==> run_1/m3.png <==
Scale bar: 10 um.
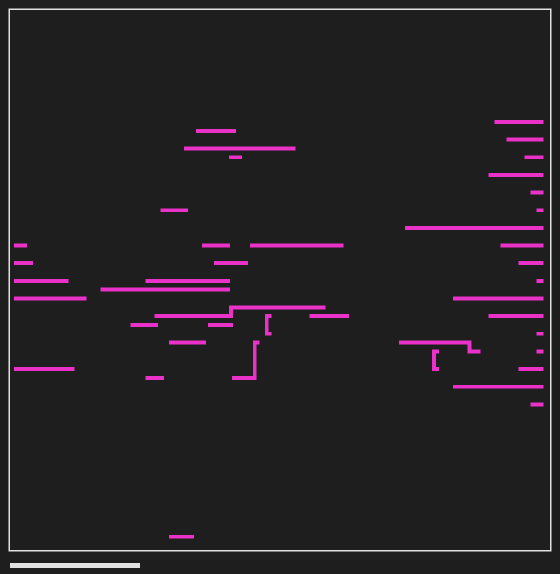
==> run_1/class_map.png <==
Fill, decap, tap and diode cells in gray.
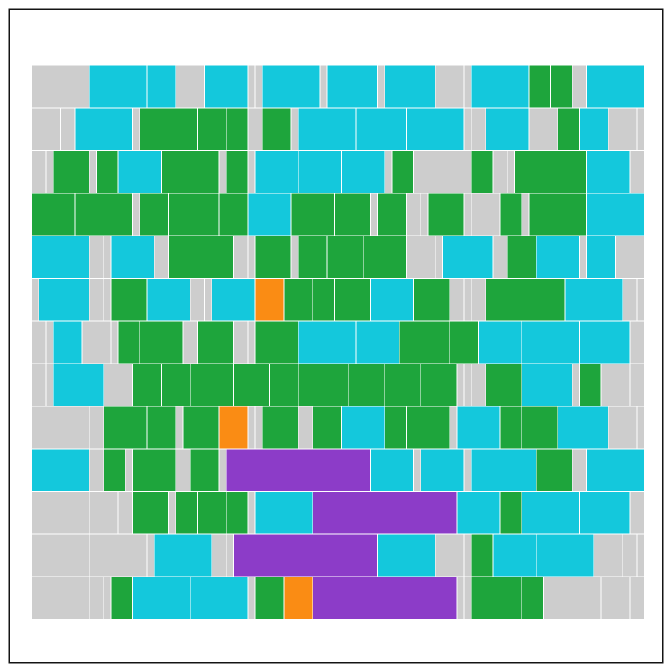
==> run_1/m1.png <==
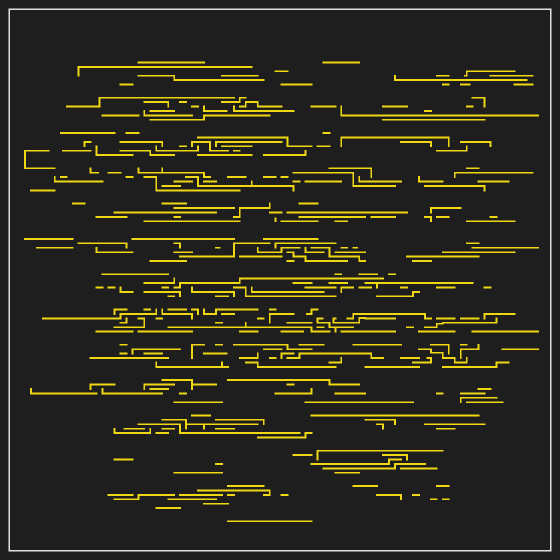
## src/rtl/mips_pkg.sv

```systemverilog
// Shared encodings for the multicycle MIPS control path: opcodes, funct codes,
// ALU operations, datapath select values and FSM state encodings.
package mips_pkg;

  localparam logic [5:0] OP_RTYPE = 6'h00;
  localparam logic [5:0] OP_J     = 6'h02;
  localparam logic [5:0] OP_BEQ   = 6'h04;
  localparam logic [5:0] OP_ADDI  = 6'h08;
  localparam logic [5:0] OP_LW    = 6'h23;
  localparam logic [5:0] OP_SW    = 6'h2B;

  localparam logic [5:0] FN_ADD = 6'h20;
  localparam logic [5:0] FN_SUB = 6'h22;
  localparam logic [5:0] FN_AND = 6'h24;
  localparam logic [5:0] FN_OR  = 6'h25;
  localparam logic [5:0] FN_SLT = 6'h2A;

  // AND is zero so that an all-zero control word is also the idle ALU op
  localparam logic [3:0] ALU_AND = 4'd0;
  localparam logic [3:0] ALU_OR  = 4'd1;
  localparam logic [3:0] ALU_ADD = 4'd2;
  localparam logic [3:0] ALU_SUB = 4'd6;
  localparam logic [3:0] ALU_SLT = 4'd7;

  localparam logic       SRCA_PC = 1'b0;
  localparam logic       SRCA_RS = 1'b1;

  localparam logic [1:0] SRCB_RT      = 2'd0;
  localparam logic [1:0] SRCB_FOUR    = 2'd1;
  localparam logic [1:0] SRCB_IMM     = 2'd2;
  localparam logic [1:0] SRCB_IMM_SH2 = 2'd3;

  localparam logic [1:0] PCSRC_ALU    = 2'd0;
  localparam logic [1:0] PCSRC_ALUOUT = 2'd1;
  localparam logic [1:0] PCSRC_JUMP   = 2'd2;

  localparam logic [3:0] S_IDLE      = 4'd0;
  localparam logic [3:0] S_FETCH     = 4'd1;
  localparam logic [3:0] S_DECODE    = 4'd2;
  localparam logic [3:0] S_MEMADDR   = 4'd3;
  localparam logic [3:0] S_MEMREAD   = 4'd4;
  localparam logic [3:0] S_MEMWB     = 4'd5;
  localparam logic [3:0] S_MEMWRITE  = 4'd6;
  localparam logic [3:0] S_EXEC      = 4'd7;
  localparam logic [3:0] S_ALUWB     = 4'd8;
  localparam logic [3:0] S_ADDI_EXEC = 4'd9;
  localparam logic [3:0] S_ADDI_WB   = 4'd10;
  localparam logic [3:0] S_BRANCH    = 4'd11;
  localparam logic [3:0] S_JUMP      = 4'd12;

  typedef struct packed {
    logic       src_a;
    logic [1:0] src_b;
    logic [1:0] pc_src;
    logic       pc_we;
    logic       ir_we;
    logic       mem_req;
    logic       mem_we;
    logic       iord;
    logic       rd_en;
    logic       rd_sel;
    logic       rd_data_sel;
    logic       illegal;
  } ctrl_t;

endpackage

```

## src/rtl/multicycle_control_if.sv

```systemverilog
// Memory handshake bundle between the control FSM (master) and memory (slave).
interface multicycle_control_if;
  logic mem_req;
  logic mem_we;
  logic iord;
  logic mem_ready;

  modport master (output mem_req, output mem_we, output iord, input mem_ready);
  modport slave  (input mem_req, input mem_we, input iord, output mem_ready);
endinterface

```

## src/rtl/alu_decoder.sv

```systemverilog
// R-type funct field to ALU operation; anything unrecognised falls back to AND.
module alu_decoder
  import mips_pkg::*;
#(
  parameter int ALU_OP_W = 4
) (
  input  logic [5:0]          funct_i,
  output logic [ALU_OP_W-1:0] alu_op_o
);

  always_comb begin
    alu_op_o = ALU_OP_W'(ALU_AND);
    case (funct_i)
      FN_ADD:  alu_op_o = ALU_OP_W'(ALU_ADD);
      FN_SUB:  alu_op_o = ALU_OP_W'(ALU_SUB);
      FN_AND:  alu_op_o = ALU_OP_W'(ALU_AND);
      FN_OR:   alu_op_o = ALU_OP_W'(ALU_OR);
      FN_SLT:  alu_op_o = ALU_OP_W'(ALU_SLT);
      default: alu_op_o = ALU_OP_W'(ALU_AND);
    endcase
  end

endmodule

```

## src/rtl/multicycle_control.sv

```systemverilog
// Moore control FSM for a multicycle MIPS subset (R-type, ADDI, LW, SW, BEQ, J).
// Outputs decode from the state register, so reset forces them to zero at once.
module multicycle_control
  import mips_pkg::*;
#(
  parameter int ALU_OP_W    = 4,
  parameter bit ENABLE_JUMP = 1'b1
) (
  input  logic                clk_i,
  input  logic                rst_n_i,
  input  logic [5:0]          opcode_i,
  input  logic [5:0]          funct_i,
  input  logic                alu_zero_i,
  input  logic                mem_ready_i,
  output logic [ALU_OP_W-1:0] alu_op_o,
  output logic                alu_src_a_o,
  output logic [1:0]          alu_src_b_o,
  output logic [1:0]          pc_src_o,
  output logic                pc_we_o,
  output logic                ir_we_o,
  output logic                mem_req_o,
  output logic                mem_we_o,
  output logic                iord_o,
  output logic                rd_en_o,
  output logic                rd_sel_o,
  output logic                rd_data_sel_o,
  output logic                illegal_o,
  output logic [3:0]          state_o
);

  logic [3:0]          state_q, state_d;
  logic [ALU_OP_W-1:0] funct_op;
  logic [ALU_OP_W-1:0] alu_op;
  logic                op_valid;
  ctrl_t               ctl;

  multicycle_control_if mem_bus ();

  assign mem_bus.mem_ready = mem_ready_i;
  assign mem_bus.mem_req   = ctl.mem_req;
  assign mem_bus.mem_we    = ctl.mem_we;
  assign mem_bus.iord      = ctl.iord;

  alu_decoder #(.ALU_OP_W(ALU_OP_W)) u_alu_decoder (
    .funct_i  (funct_i),
    .alu_op_o (funct_op)
  );

  always_comb begin
    op_valid = 1'b0;
    case (opcode_i)
      OP_RTYPE, OP_ADDI, OP_LW, OP_SW, OP_BEQ: op_valid = 1'b1;
      OP_J:                                    op_valid = ENABLE_JUMP;
      default:                                 op_valid = 1'b0;
    endcase
  end

  always_comb begin
    state_d = state_q;
    case (state_q)
      S_IDLE:   state_d = S_FETCH;
      S_FETCH:  if (mem_bus.mem_ready) state_d = S_DECODE;
      S_DECODE: begin
        case (opcode_i)
          OP_LW, OP_SW: state_d = S_MEMADDR;
          OP_RTYPE:     state_d = S_EXEC;
          OP_ADDI:      state_d = S_ADDI_EXEC;
          OP_BEQ:       state_d = S_BRANCH;
          OP_J:         state_d = ENABLE_JUMP ? S_JUMP : S_FETCH;
          default:      state_d = S_FETCH;
        endcase
      end
      // IR still holds the opcode, so it selects the load or store leg here
      S_MEMADDR:   state_d = (opcode_i == OP_LW) ? S_MEMREAD : S_MEMWRITE;
      S_MEMREAD:   if (mem_bus.mem_ready) state_d = S_MEMWB;
      S_MEMWRITE:  if (mem_bus.mem_ready) state_d = S_FETCH;
      S_EXEC:      state_d = S_ALUWB;
      S_ADDI_EXEC: state_d = S_ADDI_WB;
      S_MEMWB, S_ALUWB, S_ADDI_WB, S_BRANCH, S_JUMP: state_d = S_FETCH;
      default:     state_d = S_IDLE;
    endcase
  end

  always_comb begin
    ctl    = '0;
    alu_op = ALU_OP_W'(ALU_AND);
    case (state_q)
      S_FETCH: begin
        ctl.mem_req = 1'b1;
        ctl.src_a   = SRCA_PC;
        ctl.src_b   = SRCB_FOUR;
        ctl.pc_src  = PCSRC_ALU;
        ctl.pc_we   = mem_bus.mem_ready;
        ctl.ir_we   = mem_bus.mem_ready;
        alu_op      = ALU_OP_W'(ALU_ADD);
      end
      S_DECODE: begin
        // speculative branch target lands in ALUOut for BRANCH to use
        ctl.src_a   = SRCA_PC;
        ctl.src_b   = SRCB_IMM_SH2;
        ctl.illegal = ~op_valid;
        alu_op      = ALU_OP_W'(ALU_ADD);
      end
      S_MEMADDR, S_ADDI_EXEC: begin
        ctl.src_a = SRCA_RS;
        ctl.src_b = SRCB_IMM;
        alu_op    = ALU_OP_W'(ALU_ADD);
      end
      S_MEMREAD: begin
        ctl.mem_req = 1'b1;
        ctl.iord    = 1'b1;
      end
      S_MEMWB: begin
        ctl.rd_en       = 1'b1;
        ctl.rd_data_sel = 1'b1;
      end
      S_MEMWRITE: begin
        ctl.mem_req = 1'b1;
        ctl.mem_we  = 1'b1;
        ctl.iord    = 1'b1;
      end
      S_EXEC: begin
        ctl.src_a = SRCA_RS;
        ctl.src_b = SRCB_RT;
        alu_op    = funct_op;
      end
      S_ALUWB: begin
        ctl.rd_en  = 1'b1;
        ctl.rd_sel = 1'b1;
      end
      S_ADDI_WB: ctl.rd_en = 1'b1;
      S_BRANCH: begin
        ctl.src_a  = SRCA_RS;
        ctl.src_b  = SRCB_RT;
        ctl.pc_src = PCSRC_ALUOUT;
        ctl.pc_we  = alu_zero_i;
        alu_op     = ALU_OP_W'(ALU_SUB);
      end
      S_JUMP: begin
        ctl.pc_src = PCSRC_JUMP;
        ctl.pc_we  = 1'b1;
      end
      default: ;
    endcase
  end

  always_ff @(posedge clk_i or negedge rst_n_i) begin
    if (!rst_n_i) state_q <= S_IDLE;
    else          state_q <= state_d;
  end

  assign alu_op_o      = alu_op;
  assign alu_src_a_o   = ctl.src_a;
  assign alu_src_b_o   = ctl.src_b;
  assign pc_src_o      = ctl.pc_src;
  assign pc_we_o       = ctl.pc_we;
  assign ir_we_o       = ctl.ir_we;
  assign mem_req_o     = mem_bus.mem_req;
  assign mem_we_o      = mem_bus.mem_we;
  assign iord_o        = mem_bus.iord;
  assign rd_en_o       = ctl.rd_en;
  assign rd_sel_o      = ctl.rd_sel;
  assign rd_data_sel_o = ctl.rd_data_sel;
  assign illegal_o     = ctl.illegal;
  assign state_o       = state_q;

endmodule

```

## config.mk

```make
export PLATFORM = sky130hd
export DESIGN_NAME = multicycle_control
export DESIGN_NICKNAME = d
export VERILOG_FILES = /design/src/rtl/mips_pkg.sv /design/src/rtl/multicycle_control_if.sv /design/src/rtl/alu_decoder.sv /design/src/rtl/multicycle_control.sv
export SDC_FILE = /design/constraint.sdc
export NUM_CORES = 1
export LEC_CHECK = 0
export CAP_MARGIN = 20
export CORE_UTILIZATION = 37
export CTS_BUF_LIST = sky130_fd_sc_hd__clkbuf_2
export DETAILED_ROUTE_END_ITERATION = 12
export PLACE_DENSITY = 0.88
export SLEW_MARGIN = 0
export SYNTH_ARGS = -nofsm -noshare
export SYNTH_HDL_FRONTEND = slang
export SYNTH_SLANG_ARGS = --single-unit
```

## constraint.sdc

```tcl
create_clock -name clk_i -period 1.95 [get_ports clk_i]
set_input_delay 0.2925 -clock clk_i [delete_from_list [all_inputs] [get_ports clk_i]]
set_output_delay 0.2925 -clock clk_i [all_outputs]
set_load 0.02 [all_outputs]
```

==> flow_metrics.py, run 1 <==
# Generated from Yosys and OpenROAD reports
metrics = {
    "power_and_ir_drop": {
        "power_uw": 1530,
        "top_power_group": "combinational logic",
        "power_frac_comb_pct": 85.4,
        "p_sw_uw": 787,
        "clkPwrFrac_pct": 5.2,
        "internal_power_uw": 745,
        "clk-power_uw": 79.4,
        "switching_share_pct": 51.4,
        "power.static_leakage_uw": 0.000514,
        "pwr_density_cell_nw_per_um2": 1410,
    },
    "critical_path": {
        "critPathSlowestCell": "or4b_4",
        "crit_path_start_kind": "register",
        "crit_type": "reg -> out",
        "path_max_fanout": 3,
        "slowest_delay_ns": 0.51,
        "r2r-end": "state_o[1]$_DFFE_PN0P_",
        "crit_required_ns": 1.66,
    },
    "logic_synthesis": {
        "synthAoiAreaFrac_pct": 35.3,
        "flop_cell": "dfrtp_1",
        "yosysTopAreaCell": "dfrtp_1",
        "ys_top_cells_by_count": "nor2_1, o21ai_0, a21oi_1",
        "synth_flops": 4,
        "synthArstFlopShare_pct": 100,
        "mux_share_pct": 0,
        "ys_cells": 87,
        "top_cell": "nor2_1",
        "logic_family": "simple AND/OR/NAND/NOR gates",
        "syn_nets": 103,
        "ys_sh_simple_pct": 39.7,
    },
    "place": {
        "dp_hpwl_um": 1710,
    },
    "clock_tree": {
        "clk_path_buf_depth": 2,
        "cts.htree.levels": 1,
        "numCtsBuffers": 3,
        "cts_tree": "yes",
        "cts-root-buf": "clkbuf_2",
    },
    "timing": {
        "rsz0062_at_grt": "true",
        "tns_ns": 0,
        "finalMaxSlewViolations": 0,
        "period_used_pct": 98.0,
        "finalHoldViolCount": 0,
        "fin_skew_ns": 0.0177,
    },
    "global_routing": {
        "grt_overflow": 0,
        "use_met3_pct": 3.91,
        "grt_pass1_wl_um": 3470,
        "top_usage_layer": "met2",
        "grt_pass1_vias": 750,
    },
    "final_layout": {
        "regArea_um2": 100,
        "fin_nets": 159,
        "logic_area_um2": 459,
        "lay_top_count": "buf_4",
        "area_delta_synth_final_pct": 86.6,
        "nClkBuffers": 3,
        "clk_share_pct": 1.39,
        "diodes": 0,
        "final_area_um2": 1080,
        "buf_share_pct": 44.9,
        "largest_register_ffs": 4,
    },
    "route": {
        "initialDrtViolationCount": 36,
        "met3_length_um": 142,
        "wl_um": 2260,
        "drc": 0,
        "wl_met2_um": 1190,
    },
    "die": {
        "ioPinCount": 38,
        "die-area_um2": 1730,
    },
    "min_path": {
        "hold_path.class": "in -> async",
    },
    "outcome": {
        "status": "complete, no violations",
    },
    "run": {
        "maxCapViolations": 0,
    },
}
Back to the opening pictures, m3.png:
longest straight run: 10.3 um
nets with wire on the layer: 39

Back to the opening pictures, class_map.png:
[purple] registers | cells: 4 | share of their area: 9.4%
[cyan] remaining buffers and delay cells | cells: 57 | share of their area: 46%
[green] remaining logic cells | cells: 77 | share of their area: 43%
[orange] clock-net drivers | cells: 3 | share of their area: 1.4%

Back to the opening pictures, m1.png:
nets with wire on the layer: 142
longest straight run: 15.2 um
share of all routed wire: 39%

==> run_1/route_heat.png <==
Scale bar: 10 um. The die is cut into 8 by 8 equal tiles; dark blue is low, red is high, scaled to the fullest tile. Values are wire area over tile area, all layers added.
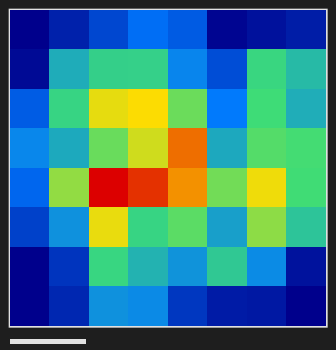

==> inputs of run 2 (changes only) <==
--- a/config.mk
+++ b/config.mk
@@ -6,6 +6,7 @@
 export NUM_CORES = 1
 export LEC_CHECK = 0
 export CAP_MARGIN = 20
+export CORE_MARGIN = 2
 export CORE_UTILIZATION = 37
 export CTS_BUF_LIST = sky130_fd_sc_hd__clkbuf_2
 export DETAILED_ROUTE_END_ITERATION = 12
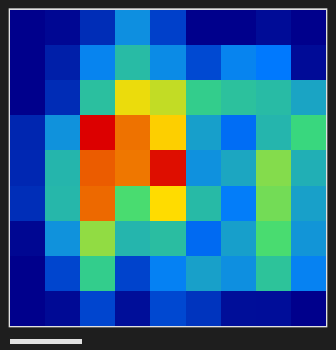
(run_2/route_heat.png)
Scale bar: 10 um. The die is cut into 9 by 9 equal tiles; dark blue is low, red is high, scaled to the fullest tile. Values are wire area over tile area, all layers added.
nearly empty tiles: 14%
fullest tile: 0.63
mean over tiles: 0.20
densest ninth of the die: center
tiles over half the peak: 19%
emptiest ninth of the die: upper left

==> flow_metrics.py, run 2 <==
# Generated from Yosys and OpenROAD reports
metrics = {
    "power_and_ir_drop": {
        "pwr_density_cell_nw_per_um2": 1430,
        "clkPwrFrac_pct": 5.2,
        "internal_power_uw": 731,
        "power.static_leakage_uw": 0.000517,
        "power_frac_comb_pct": 85.2,
        "power_uw": 1520,
        "p_sw_uw": 785,
    },
    "final_layout": {
        "logic_area_um2": 457,
        "fin_nets": 158,
        "nClkBuffers": 3,
        "largest_register_ffs": 4,
        "regArea_um2": 100,
        "buf_share_pct": 43.8,
    },
    "clock_tree": {
        "cts.htree.levels": 1,
        "numCtsBuffers": 3,
        "clk_path_buf_depth": 2,
        "cts_tree": "yes",
        "cts-root-buf": "clkbuf_2",
    },
    "die": {
        "die-area_um2": 1900,
        "ioPinCount": 38,
    },
    "global_routing": {
        "grt_overflow": 0,
        "grt_pass1_wl_um": 3810,
        "top_usage_layer": "met2",
    },
    "route": {
        "wl_met2_um": 1100,
        "met3_length_um": 236,
        "drc": 0,
    },
    "critical_path": {
        "slowest_delay_ns": 0.51,
        "path_max_fanout": 3,
        "crit_path_start_kind": "register",
        "critPathSlowestCell": "or4b_4",
        "crit_type": "reg -> out",
    },
    "timing": {
        "rsz0062_at_grt": "true",
        "fin_skew_ns": 0.00665,
        "period_used_pct": 96.8,
        "tns_ns": 0,
        "finalHoldViolCount": 0,
    },
    "logic_synthesis": {
        "mux_share_pct": 0,
        "ys_cells": 87,
        "syn_nets": 103,
        "synthArstFlopShare_pct": 100,
        "flop_cell": "dfrtp_1",
        "synthAoiAreaFrac_pct": 35.3,
        "top_cell": "nor2_1",
        "logic_family": "simple AND/OR/NAND/NOR gates",
    },
    "min_path": {
        "hold_path.class": "in -> async",
    },
    "outcome": {
        "status": "complete, no violations",
    },
    "run": {
        "maxCapViolations": 0,
    },
}
==> run_2/clock_nets.png <==
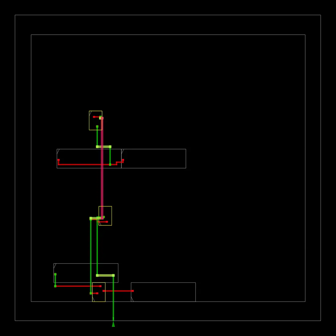

==> inputs of run 3 (changes only) <==
--- a/config.mk
+++ b/config.mk
@@ -6,11 +6,12 @@
 export NUM_CORES = 1
 export LEC_CHECK = 0
 export CAP_MARGIN = 20
-export CORE_MARGIN = 2
-export CORE_UTILIZATION = 37
+export CORE_AREA = 2 2 39 41
 export CTS_BUF_LIST = sky130_fd_sc_hd__clkbuf_2
 export DETAILED_ROUTE_END_ITERATION = 12
-export PLACE_DENSITY = 0.88
+export DIE_AREA = 0 0 41 43
+export DONT_BUFFER_PORTS = 1
+export PLACE_DENSITY = 0.64
 export SLEW_MARGIN = 0
 export SYNTH_ARGS = -nofsm -noshare
 export SYNTH_HDL_FRONTEND = slang
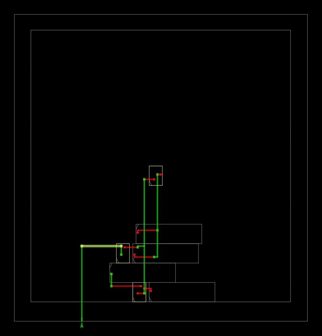
(run_3/clock_nets.png)
clock buffer count: 3
flip-flop and latch count: 4
Clock Sinks: 4
clk pwr: 73.1 uW

==> flow_metrics.py, run 3 <==
# Generated from Yosys and OpenROAD reports
metrics = {
    "final_layout": {
        "logic_area_um2": 453,
        "final_area_um2": 707,
        "comb_cells": 76,
        "inverters_excl_clock": 1,
        "clk_share_pct": 2.12,
        "area_delta_synth_final_pct": 21.8,
        "lay_top_count": "nor2_1",
        "largest_register_ffs": 4,
        "comb_area_share_pct": 64.1,
        "diodes": 0,
        "buf_share_pct": 16.3,
        "regArea_um2": 100,
        "seq_share_pct": 14.2,
        "fin_nets": 117,
        "lay_top_cells": "nor2_1, buf_4, o21ai_0",
        "final_util_pct": 51.1,
    },
    "run": {
        "maxCapViolations": 0,
    },
    "logic_synthesis": {
        "ys_top_cells_by_count": "nor2_1, o21ai_0, a21oi_1",
        "synth-adder-area-share_pct": 0,
        "logic_family": "simple AND/OR/NAND/NOR gates",
        "yosysTopAreaCell": "dfrtp_1",
        "syn_nets": 103,
        "edf_count": 0,
        "flop_cell": "dfrtp_1",
        "synthArstFlopShare_pct": 100,
        "synth_flops": 4,
        "synthAoiAreaFrac_pct": 35.3,
        "top_cell": "nor2_1",
        "mux_share_pct": 0,
        "ys_cells": 87,
        "ys_sh_simple_pct": 39.7,
    },
    "global_routing": {
        "grt_pass1_vias": 615,
        "grt_pass1_wl_um": 2370,
        "top_usage_layer": "met2",
        "grt_overflow": 0,
        "antenna_found_initial": 0,
        "use_met3_pct": 4.19,
    },
    "power_and_ir_drop": {
        "clkPwrFrac_pct": 5.9,
        "powerSeq_uw": 145,
        "power.static_leakage_uw": 0.000306,
        "switching_share_pct": 56.8,
        "power_uw": 1240,
        "top_power_group": "combinational logic",
        "pwr_density_cell_nw_per_um2": 1760,
        "p_sw_uw": 706,
        "internal_power_uw": 537,
        "power_frac_comb_pct": 82.4,
    },
    "clock_tree": {
        "numCtsBuffers": 3,
        "cts-root-buf": "clkbuf_2",
        "clk_pin_slew_ns": 0.05,
        "cts.htree.levels": 1,
        "cts_tree": "yes",
        "clk_path_buf_depth": 2,
    },
    "timing": {
        "fin_skew_ns": 0.00772,
        "finalMaxSlewViolations": 0,
        "fin_hold_ws_ns": 0.304,
        "finalHoldViolCount": 0,
        "tns_ns": 0,
        "rsz0062_at_grt": "false",
        "period_used_pct": 96.9,
    },
    "route": {
        "initialDrtViolationCount": 9,
        "wl_um": 1660,
        "met3_length_um": 123,
        "drc": 0,
        "wl_met2_um": 866,
    },
    "critical_path": {
        "cp.arrival_ns": 1.60,
        "path_max_fanout": 6,
        "crit_required_ns": 1.66,
        "crit_type": "reg -> out",
        "r2r_slack_ns": 0.58,
        "crit_path_start_kind": "register",
        "r2r-end": "state_o[1]$_DFFE_PN0P_",
        "slowest_delay_ns": 0.50,
        "critPathSlowestCell": "or4b_4",
        "critPathLaunch": "state_o[3]$_DFFE_PN0P_",
    },
    "place": {
        "dp_hpwl_um": 1230,
    },
    "die": {
        "n_tap_cell": 16,
        "ioPinCount": 38,
        "die-area_um2": 1760,
        "dieWidth_um": 41,
    },
    "outcome": {
        "status": "complete, no violations",
    },
    "min_path": {
        "hold_path.class": "in -> reg",
    },
}
Power is estimated from default activity; no workload was simulated.
